## config.mk

```make
export PLATFORM = sky130hd
export DESIGN_NAME = control_unit
export DESIGN_NICKNAME = d
export VERILOG_FILES = /design/src/rtl/mips_pkg.sv /design/src/rtl/control_decode.sv /design/src/rtl/control_unit.sv
export SDC_FILE = /design/constraint.sdc
export NUM_CORES = 1
export LEC_CHECK = 0
export CELL_PAD_IN_SITES_DETAIL_PLACEMENT = 0
export CELL_PAD_IN_SITES_GLOBAL_PLACEMENT = 1
export CORE_MARGIN = 2
export CORE_UTILIZATION = 25
export CTS_CLUSTER_SIZE = 30
export DETAILED_ROUTE_END_ITERATION = 10
export GPL_ROUTABILITY_DRIVEN = 0
export PLACE_DENSITY = 0.81
export SLEW_MARGIN = 20
export SYNTH_ARGS = -nofsm -noshare
export SYNTH_HDL_FRONTEND = slang
export SYNTH_HIERARCHICAL = 1
export SYNTH_SLANG_ARGS = --single-unit
```

## constraint.sdc

```tcl
create_clock -name clk -period 2.3 [get_ports clk]
set_clock_uncertainty 0.2 [all_clocks]
set_input_delay 0.69 -clock clk [delete_from_list [all_inputs] [get_ports clk]]
set_output_delay 0.69 -clock clk [all_outputs]
set_load 0.005 [all_outputs]
```

## src/rtl/mips_pkg.sv

```systemverilog
// Shared definitions for the simplified single-issue MIPS datapath.
// Contents:
//   - opcode constants (OP_ADD .. OP_NOP)
//   - ALU operation codes
//   - the packed control bundle that travels from decode to execute
//   - NOP_BUNDLE, the all-zero bundle for NOPs, reserved opcodes, reset and flush
package mips_pkg;

  localparam logic [3:0] OP_ADD  = 4'b0000;
  localparam logic [3:0] OP_SUB  = 4'b0001;
  localparam logic [3:0] OP_AND  = 4'b0010;
  localparam logic [3:0] OP_OR   = 4'b0011;
  localparam logic [3:0] OP_NOR  = 4'b0100;
  localparam logic [3:0] OP_NAND = 4'b0101;
  localparam logic [3:0] OP_SLT  = 4'b0110;
  localparam logic [3:0] OP_ADDI = 4'b0111;
  localparam logic [3:0] OP_NOP  = 4'b1000;

  localparam logic [3:0] ALU_AND  = 4'b0000;
  localparam logic [3:0] ALU_OR   = 4'b0001;
  localparam logic [3:0] ALU_ADD  = 4'b0010;
  localparam logic [3:0] ALU_SUB  = 4'b0110;
  localparam logic [3:0] ALU_SLT  = 4'b0111;
  localparam logic [3:0] ALU_NOR  = 4'b1100;
  localparam logic [3:0] ALU_NAND = 4'b1101;

  typedef struct packed {
    logic       reg_dst;
    logic       alu_src;
    logic       reg_write;
    logic [3:0] alu_control;
  } ctrl_bundle_t;

  localparam ctrl_bundle_t NOP_BUNDLE = '{
    reg_dst:     1'b0,
    alu_src:     1'b0,
    reg_write:   1'b0,
    alu_control: ALU_AND
  };

  // Bundle for an R-type register-register operation writing rd.
  function automatic ctrl_bundle_t rtype(input logic [3:0] alu);
    ctrl_bundle_t b;
    b.reg_dst     = 1'b1;
    b.alu_src     = 1'b0;
    b.reg_write   = 1'b1;
    b.alu_control = alu;
    return b;
  endfunction

endpackage

```

## src/rtl/control_decode.sv

```systemverilog
// Purely combinational opcode decoder.
// Ports:
//   op      in  4    instruction opcode
//   ctrl    out      decoded control bundle (NOP bundle for NOP and reserved codes)
//   illegal out 1    set when op is a reserved encoding (1001..1111)
module control_decode
  import mips_pkg::*;
(
  input  logic [3:0]   op,
  output ctrl_bundle_t ctrl,
  output logic         illegal
);

  // Decode table; the default arm covers reserved codes so every op value is defined.
  always_comb begin
    ctrl    = NOP_BUNDLE;
    illegal = 1'b0;
    case (op)
      OP_ADD:  ctrl = rtype(ALU_ADD);
      OP_SUB:  ctrl = rtype(ALU_SUB);
      OP_AND:  ctrl = rtype(ALU_AND);
      OP_OR:   ctrl = rtype(ALU_OR);
      OP_NOR:  ctrl = rtype(ALU_NOR);
      OP_NAND: ctrl = rtype(ALU_NAND);
      OP_SLT:  ctrl = rtype(ALU_SLT);
      OP_ADDI: begin
        ctrl.reg_dst     = 1'b0;
        ctrl.alu_src     = 1'b1;
        ctrl.reg_write   = 1'b1;
        ctrl.alu_control = ALU_ADD;
      end
      OP_NOP: begin
        ctrl    = NOP_BUNDLE;
        illegal = 1'b0;
      end
      default: begin
        // Reserved opcodes must never write the register file.
        ctrl    = NOP_BUNDLE;
        illegal = 1'b1;
      end
    endcase
  end

endmodule

```

## src/rtl/control_unit.sv

```systemverilog
// Opcode decoder plus decode-to-execute stage register.
// Ports:
//   clk, reset (sync, active-high)
//   Op          in  4   instruction opcode
//   En          in  1   stage-register load enable (0 = stall/hold)
//   Flush       in  1   load NOP bundle on next edge (overrides En=0)
//   RegDst, ALUSrc, RegWrite, ALUControl, Illegal   combinational decode
//   RegDstE, ALUSrcE, RegWriteE, ALUControlE, IllegalE   registered copies
module control_unit
  import mips_pkg::*;
(
  input  logic       clk,
  input  logic       reset,
  input  logic [3:0] Op,
  input  logic       En,
  input  logic       Flush,
  output logic       RegDst,
  output logic       ALUSrc,
  output logic       RegWrite,
  output logic [3:0] ALUControl,
  output logic       Illegal,
  output logic       RegDstE,
  output logic       ALUSrcE,
  output logic       RegWriteE,
  output logic [3:0] ALUControlE,
  output logic       IllegalE
);

  ctrl_bundle_t ctrl_s;
  logic         illegal_s;
  ctrl_bundle_t ctrl_r;
  logic         illegal_r;

  control_decode u_decode (
    .op      (Op),
    .ctrl    (ctrl_s),
    .illegal (illegal_s)
  );

  assign RegDst     = ctrl_s.reg_dst;
  assign ALUSrc     = ctrl_s.alu_src;
  assign RegWrite   = ctrl_s.reg_write;
  assign ALUControl = ctrl_s.alu_control;
  assign Illegal    = illegal_s;

  // Stage register: reset, then flush, then load on enable, else hold.
  always_ff @(posedge clk) begin
    if (reset) begin
      ctrl_r    <= NOP_BUNDLE;
      illegal_r <= 1'b0;
    end else if (Flush) begin
      ctrl_r    <= NOP_BUNDLE;
      illegal_r <= 1'b0;
    end else if (En) begin
      ctrl_r    <= ctrl_s;
      illegal_r <= illegal_s;
    end else begin
      ctrl_r    <= ctrl_r;
      illegal_r <= illegal_r;
    end
  end

  assign RegDstE     = ctrl_r.reg_dst;
  assign ALUSrcE     = ctrl_r.alu_src;
  assign RegWriteE   = ctrl_r.reg_write;
  assign ALUControlE = ctrl_r.alu_control;
  assign IllegalE    = illegal_r;

endmodule

```

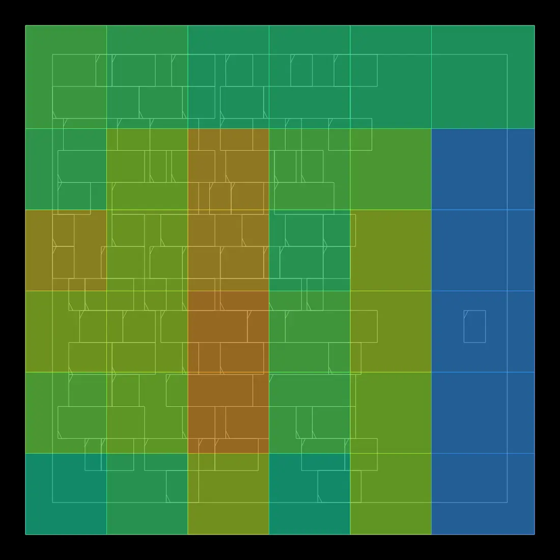
(images/congestion.png)
met2 Use GR: 20.9%
Tot GR Track Use: 13.4%

==> impl_metrics.env <==
# yosys + openroad results
export IMPL_hold_buffers=0
export IMPL_total_power_mw=0.337
export IMPL_regToRegStartpoint="ALUControlE[0]$_SDFFE_PP0P_"
export IMPL_clk_insertion_delay_late_ns=0.25
export IMPL_rsz0062_at_grt="true"
export IMPL_drc=0
export IMPL_crit_family="buffers and inverters"
export IMPL_grt_max_degree=9
export IMPL_fin_util_pct=50.4
export IMPL_tritoncts="yes"
export IMPL_crit_chain="buf_2 -> buf_6 -> nor3_2 -> nor2_1 -> clkdlybuf4s15_2"
export IMPL_grt_pass1_wl_um=1830
export IMPL_edf_count=0
export IMPL_die_y_um=43.3
export IMPL_topCellsByArea="dfxtp_1 42%, mux2i_1 21%, nor2_1 12%, a211oi_2 3.2%, buf_6 2.9%"
export IMPL_synth_area_leader_cell="dfxtp_1"
export IMPL_cts_buffers=3
export IMPL_top_area_share_pct=41.6
export IMPL_rows=14
export IMPL_routed_wl_um=1080
export IMPL_synthTopCellsByCount="12 x nor2_1, 8 x dfxtp_1, 8 x mux2i_1"
export IMPL_drt_pass1_iter_count=2
export IMPL_design_core_area_sq_um=1470
export IMPL_synth_distinct_cells=17
export IMPL_nNetsFinal=88
export IMPL_die_w_um=43.3
export IMPL_antenna_found_initial=0
export IMPL_syn_area_sq_um=385
export IMPL_portBuffers=23
export IMPL_tightest_slew_ns=0.315
export IMPL_clk_path_buf_depth=2
export IMPL_p_leak_nw=0.340
export IMPL_warning_count=28
export IMPL_clock_sinks=8
export IMPL_viasPerCell=4.53
export IMPL_r2r_slack_ns=1.49
export IMPL_dieArea_sq_um=1870
export IMPL_syn_avg_cell_area_sq_um=9.18
export IMPL_finalSetupViolCount=0
export IMPL_fin_ws_ns=0.0345
export IMPL_status="finished clean"
export IMPL_overflow=0
export IMPL_fp_nets=50
export IMPL_ys_area_sq_um=385
export IMPL_hold_start="RegDstE$_SDFFE_PP0P_"
export IMPL_required_ns=1.41
export IMPL_worst_slew_margin_rel_pct=79.0
export IMPL_ys_flops=8
export IMPL_cts_root_buf="clkbuf_4"
export IMPL_hpwl_um=772
export IMPL_max_freq_ghz=0.441
export IMPL_start_kind="input port"
export IMPL_finalNonFillerCells=94
export IMPL_synth_most_common_cell="nor2_1"
export IMPL_finalCritPeriodShare_pct=98.5
export IMPL_synthFlopType="dfxtp_1"
export IMPL_antenna_left=0
export IMPL_ys_seq_share_pct=41.6
export IMPL_syn2layout_area_growth_pct=92.5
export IMPL_cp_num_buf_inv=3
export IMPL_max_cap_viol_count=0
export IMPL_antennaDiodeCount=0
export IMPL_initCoreUtil_pct=26.2
export IMPL_via_count=426
export IMPL_arrival_ns=1.38
export IMPL_ioPinCount=24
export IMPL_ir_worst_vdd_mv=0.259
export IMPL_slew_viol_final=0
export IMPL_cp_end_kind="primary output"
export IMPL_hold_slack_ns=0.292
export IMPL_fin_crit_ns=2.27
export IMPL_first_iter_violations=2
export IMPL_routedWlPerCell_um=11.5
export IMPL_hold_violations=0
export IMPL_ys_cells=42
export IMPL_h_tree_depth=1
export IMPL_async_flop_share_pct=0
export IMPL_crit_fanout=4
export IMPL_layout_drive_gt1_share_pct=43.6
export IMPL_ys_warn_count=6
export IMPL_cts_clk_slew_worst_paths_ns=0.05
export IMPL_grt_pass1_vias=429
export IMPL_synth_cells=42
export IMPL_crit_type="in2out"
export IMPL_dpl_cell_count=87
export IMPL_hp_class="reg2reg"
export IMPL_crit_slowest_cell="clkdlybuf4s15_2"
export IMPL_dp_slack_ns=-0.774
export IMPL_cp_startpoint="Op[0]"
export IMPL_cpPeakStageDelay_ns=0.21
export IMPL_cellPowerDensity_nw_per_um2=455
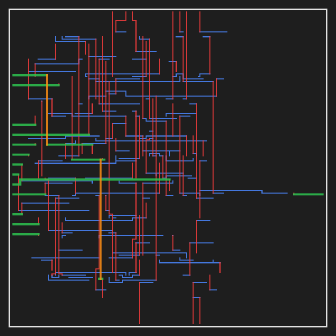
(images/wires.png)
| colour | layer | wire length |
|---|---|---|
| green | metal 3 | 80.0 um |
| blue | metal 1 | 464 um |
| red | metal 2 | 511 um |
| orange | metal 4 | 25.8 um |

flip-flops by register name, summed over array words and instances (netlist names):
signal and cells:
ALUControlE 4, ALUSrcE 1, IllegalE 1, RegDstE 1, RegWriteE 1
per-layer routing:
metal | vias to the layer above | wire length (um) | track usage (%)
li1 | 212 | - | -
met1 | 193 | 464 | 16.1
met2 | 17 | 510 | 20.9
met3 | 4 | 80 | 2.98
met4 | 0 | 25 | 9.09
met5 | - | 0 | 0
where the power goes:
part / total, mW / internal [mW] / leakage, nW / switching, mW
clock network: 0.106 / 0.0596 / 0.0138 / 0.0463
logic: 0.0879 / 0.0506 / 0.262 / 0.0373
registers: 0.144 / 0.142 / 0.0649 / 0.00159
through the flow:
step	setup TNS (ns)	area [sq um]
2_1_floorplan	0	385
3_3_place_gp	-5.40	679
3_5_place_dp	-5.48	679
4_1_cts	-0.000667	746
5_1_grt	-0.0145	742
6_report	0	742
worst paths after layout:
path,endpoint,cells after the start
min,RegDstE$_SDFFE_PP0P_,2
max,Illegal,5
min reg2reg,RegDstE$_SDFFE_PP0P_,2
max reg2reg,ALUControlE[0]$_SDFFE_PP0P_,2
cells by family after synthesis:
logic type / share of synthesized area [%]
xor+xnor: 4.55
flops: 41.6
buf+inv: 7.14
simple gates: 17.2
mux: 20.8
compound gates: 8.77
timing repair:
item                       in CTS  in global routing
pin swaps                       4                  1
resized                        48                  4
setup endpoints to repair       8                  6
setup buffers                   4                  0
worst reg2reg max path, cell delays in order (launching register included):
cell	delay [ns]
dfxtp_1	0.31
mux2i_1	0.13
nor2_1	0.05
area by class of cell:
class	count	area, sq um
clock buffers	3	22.5
fillers	154	729
inverters	1	3.75
multi-input cells	30	240
flip-flops and latches	8	160
well taps	16	20.0
repair buffers	36	295
cells in the final DEF (no fill, tap or decap), types with 2 or more instances in the layout:
master / synthesis / final
buf_4: 1 / 12
clkdlybuf4s50_1: 0 / 11
nor2_1: 12 / 9
dfxtp_1: 8 / 8
mux2i_1: 8 / 8
buf_2: 1 / 6
clkbuf_4: 0 / 4
clkdlybuf4s15_2: 0 / 2
nor2_2: 0 / 2
Power is estimated from default activity; no workload was simulated.
